<file path="src/rtl/risc_pkg.sv">
// Shared definitions for the RISC control path: opcodes, phase indices,
// sequencer modes and the phase-to-{clk1,clk2,fch} encoding.
package risc_pkg;

    localparam logic [2:0] OP_HLT = 3'b000;
    localparam logic [2:0] OP_SKZ = 3'b001;
    localparam logic [2:0] OP_ADD = 3'b010;
    localparam logic [2:0] OP_AND = 3'b011;
    localparam logic [2:0] OP_XOR = 3'b100;
    localparam logic [2:0] OP_LDA = 3'b101;
    localparam logic [2:0] OP_STO = 3'b110;
    localparam logic [2:0] OP_JMP = 3'b111;

    localparam logic [2:0] P0 = 3'd0;
    localparam logic [2:0] P1 = 3'd1;
    localparam logic [2:0] P2 = 3'd2;
    localparam logic [2:0] P3 = 3'd3;
    localparam logic [2:0] P4 = 3'd4;
    localparam logic [2:0] P5 = 3'd5;
    localparam logic [2:0] P6 = 3'd6;
    localparam logic [2:0] P7 = 3'd7;

    typedef enum logic [1:0] {
        MODE_STOP = 2'd0,
        MODE_RUN  = 2'd1,
        MODE_STEP = 2'd2,
        MODE_HALT = 2'd3
    } mode_t;

    // Returns {clk1, clk2, fch}; fch is high for the fetch half P0..P3.
    function automatic logic [2:0] phase_to_seq(input logic [2:0] ph);
        logic [2:0] seq;
        case (ph)
            P0:      seq = 3'b011;
            P1:      seq = 3'b111;
            P2:      seq = 3'b001;
            P3:      seq = 3'b101;
            P4:      seq = 3'b010;
            P5:      seq = 3'b110;
            P6:      seq = 3'b000;
            default: seq = 3'b100;
        endcase
        return seq;
    endfunction

endpackage

</file>
<file path="src/rtl/phase_encode.sv">
// Combinational phase decode: {clk1,clk2,fch} for a phase index, plus whether
// that phase touches memory for the given opcode.
module phase_encode
    import risc_pkg::*;
(
    input  logic [2:0] ph_i,
    input  logic [2:0] opcd_i,
    output logic [2:0] seq_o,
    output logic       mem_o
);

    logic op_uses_mem;

    assign seq_o = phase_to_seq(ph_i);

    // Only ADD/AND/XOR/LDA go to memory during the execute half.
    always_comb begin
        op_uses_mem = (opcd_i >= OP_ADD) && (opcd_i <= OP_LDA);
        mem_o       = ((ph_i >= P1) && (ph_i <= P3)) ||
                      ((ph_i >= P5) && op_uses_mem);
    end

endmodule

</file>
<file path="src/rtl/risc_phase_sequencer.sv">
// 8-phase instruction sequencer with STOP/RUN/STEP/HALT run control, memory
// stall and retired-instruction counter. Single-step mode needs PHSEQ_STEP_EN.
module risc_phase_sequencer
    import risc_pkg::*;
#(
    parameter int CNT_W = 16
) (
    input  logic             clk,
    input  logic             rst,
    input  logic             run,
    input  logic             step,
    input  logic [2:0]       opcd,
    input  logic             mem_rdy,
    output logic             clk1,
    output logic             clk2,
    output logic             fch,
    output logic [2:0]       phase,
    output logic             halted,
    output logic             busy,
    output logic [CNT_W-1:0] instr_count
);

    mode_t            mode_q, mode_d;
    logic [2:0]       phase_q, phase_d;
    logic [2:0]       seq_q, seq_d;
    logic             halted_q, halted_d;
    logic             busy_q;
    logic [CNT_W-1:0] cnt_q, cnt_d;
    logic             mem_phase;
    logic             stall;
    logic [2:0]       seq_cur_unused;
    logic             mem_nxt_unused;

`ifndef PHSEQ_STEP_EN
    logic step_unused;
    assign step_unused = step;
`endif

    phase_encode u_enc_cur (
        .ph_i   (phase_q),
        .opcd_i (opcd),
        .seq_o  (seq_cur_unused),
        .mem_o  (mem_phase)
    );

    // Encoding of the next phase is registered so the decoder sees clean edges.
    phase_encode u_enc_nxt (
        .ph_i   (phase_d),
        .opcd_i (opcd),
        .seq_o  (seq_d),
        .mem_o  (mem_nxt_unused)
    );

    assign stall = mem_phase && !mem_rdy;

    always_comb begin
        mode_d   = mode_q;
        phase_d  = phase_q;
        halted_d = halted_q;
        cnt_d    = cnt_q;
        case (mode_q)
            MODE_STOP: begin
                phase_d = P0;
                if (run) begin
                    mode_d  = MODE_RUN;
                    phase_d = P1;
                end
`ifdef PHSEQ_STEP_EN
                else if (step) begin
                    mode_d  = MODE_STEP;
                    phase_d = P1;
                end
`endif
            end
`ifdef PHSEQ_STEP_EN
            MODE_RUN, MODE_STEP: begin
`else
            MODE_RUN: begin
`endif
                // A stalled cycle neither advances, counts nor honours a stop.
                if (!stall) begin
                    if ((phase_q == P4) && (opcd == OP_HLT)) begin
                        mode_d   = MODE_HALT;
                        phase_d  = P0;
                        halted_d = 1'b1;
                        cnt_d    = cnt_q + CNT_W'(1);
                    end else if (phase_q == P7) begin
                        phase_d = P0;
                        cnt_d   = cnt_q + CNT_W'(1);
                        if ((mode_q == MODE_STEP) || !run)
                            mode_d = MODE_STOP;
                    end else begin
                        phase_d = phase_q + 3'd1;
                    end
                end
            end
            default: ;
        endcase
    end

    always_ff @(posedge clk) begin
        if (!rst) begin
            mode_q   <= MODE_STOP;
            phase_q  <= P0;
            seq_q    <= phase_to_seq(P0);
            halted_q <= 1'b0;
            busy_q   <= 1'b0;
            cnt_q    <= '0;
        end else begin
            mode_q   <= mode_d;
            phase_q  <= phase_d;
            seq_q    <= seq_d;
            halted_q <= halted_d;
            busy_q   <= (mode_d == MODE_RUN) || (mode_d == MODE_STEP);
            cnt_q    <= cnt_d;
        end
    end

    assign {clk1, clk2, fch} = seq_q;
    assign phase             = phase_q;
    assign halted            = halted_q;
    assign busy              = busy_q;
    assign instr_count       = cnt_q;

endmodule

</file>
<file path="config.mk">
export PLATFORM = sky130hd
export DESIGN_NAME = risc_phase_sequencer
export DESIGN_NICKNAME = d
export VERILOG_FILES = /design/src/rtl/risc_pkg.sv /design/src/rtl/phase_encode.sv /design/src/rtl/risc_phase_sequencer.sv
export SDC_FILE = /design/constraint.sdc
export NUM_CORES = 1
export LEC_CHECK = 0
export ABC_AREA = 1
export CORE_MARGIN = 5
export CORE_UTILIZATION = 54
export CTS_BUF_LIST = sky130_fd_sc_hd__clkbuf_8
export DETAILED_ROUTE_END_ITERATION = 16
export DONT_BUFFER_PORTS = 1
export PLACE_DENSITY = 0.69
export SLEW_MARGIN = 30
export SYNTH_ARGS = -nofsm -noshare
export SYNTH_HDL_FRONTEND = slang
export SYNTH_SLANG_ARGS = --single-unit
</file>
<file path="constraint.sdc">
create_clock -name clk -period 2.8 [get_ports clk]
set_input_delay 0.84 -clock clk [delete_from_list [all_inputs] [get_ports clk]]
set_output_delay 0.84 -clock clk [all_outputs]
set_load 0.05 [all_outputs]
</file>
==> changes_impl.md <==
### Implementation results

- Outcome: finished clean
- Worst hold start: mode_q[0]$_SDFF_PN0_
- Class of the tightest hold or removal check: reg -> reg
- Flip-flops with a built-in enable: 0
- Met2 Wirelength: roughly 1400 um
- Worst setup path start: phase[0]$_SDFF_PN0_
- Routed length per instance: about 12 um
- Part of the total power dissipated in combinational logic: 0.115
- Clock slew at reported path FFs: about 80 ps
- Initial antenna violation count: 0
- Critical Path End: clk1
- RSZ-0062 raised after global routing: no
- Number of buffers added for setup after CTS: 0
- Fraction of final layout cells sized beyond drive strength 1: 0.176
- Most frequent cells in the layout: 58 x sky130_fd_sc_hd__nand2_1, 25 x sky130_fd_sc_hd__dfxtp_1, 21 x sky130_fd_sc_hd__inv_1
- GRT overflow: 0
- Tool warnings: 30
- Gate Area: approximately 860 sq um
- RePlAce Congestion: 0.882
- Top cell category: multi-input combinational cells
- DRC violation count after routing: 0
- Uppermost layer routed: met4
- Startpoint of the lowest-slack register-to-register path: phase[0]$_SDFF_PN0_
- Library cell with the highest instance count after synthesis: sky130_fd_sc_hd__nand2_1
- Detailed placer's ending HPWL: about 2300 um
- Number of hold-slack violations in the final timing report: 0
- Post-CTS resize count: 0
- Category of the worst setup path capture point: primary output
- Post-synth top area share: 0.336
- CLK BUF: 3
- Final worst path period need: 1940 ps
- Number of nets at floorplan: between 200 and 250
- Final antenna-violating net count: 0
- Fraction of area in multi-input gates: 0.542
- Period utilization: 0.692
- Via count of the first global-routing pass: approximately 1200
- Most common reg cell: sky130_fd_sc_hd__dfxtp_1
- Flip-flop count of the largest register, all copies and words added: 16
- Area of the placeable core: around 2700 sq um
- Mapped Area: approximately 1500 sq um
- Chip height: between 60 and 70 um
- Series of cell instances along the critical path: buf_4
- Simple share: 0.334
- Dominant power group: sequential cells
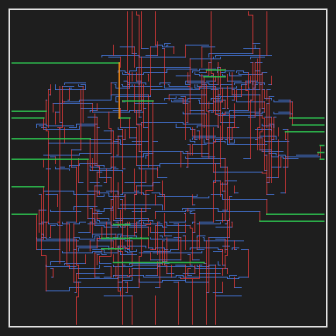
(signal wires by layer)
- orange: M4 (wire length 10.9 um)
- red: M2 (wire length 1390 um)
- blue: M1 (wire length 1380 um)
- green: M3 (wire length 173 um)

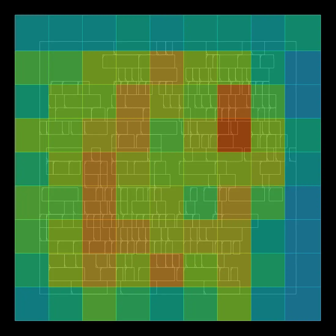
(track usage over the die)
utilization after layout: 0.587
met2 track demand over resource: 0.256

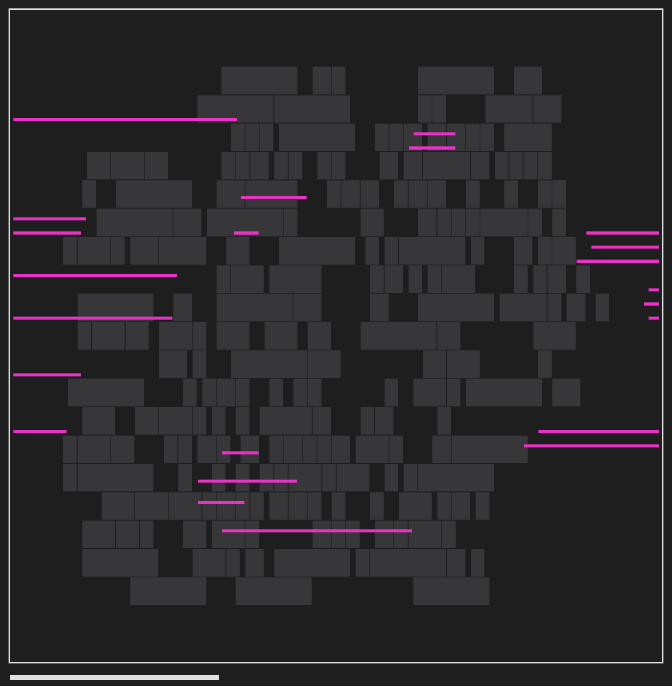
(M3 wires)
Scale bar: 20 um. Cells faint in the background.
- wire length on this layer: 173 um
- main direction: horizontal
- longest straight run: 21.2 um

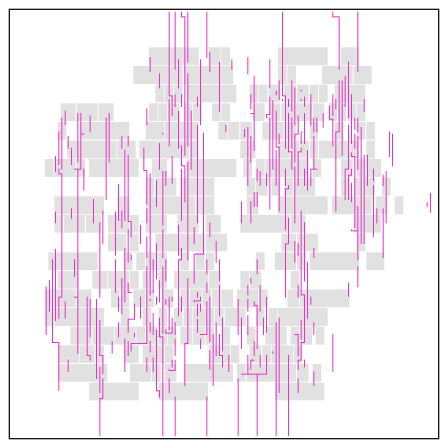
(met2 routing)
Cells faint in the background.
- wire length on this layer: 1390 um
- main direction: vertical
- nets with wire on the layer: 175
- longest straight run: 26.9 um
- share of all routed wire: 47%

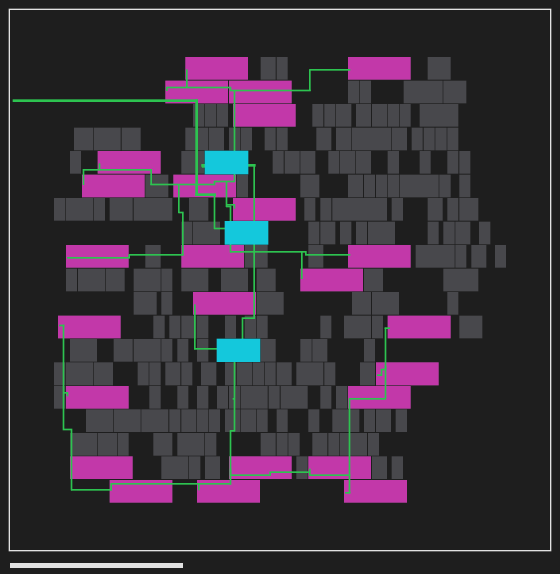
(clock wires, drivers and flops)
Scale bar: 20 um.
- green: clock wires (length 292 um)
- magenta: flip-flops (count 25)
- cyan: clock-net drivers (count 3)
- routed clock nets: 4

Power figures rest on the tool's default switching activity, not on a simulated workload.
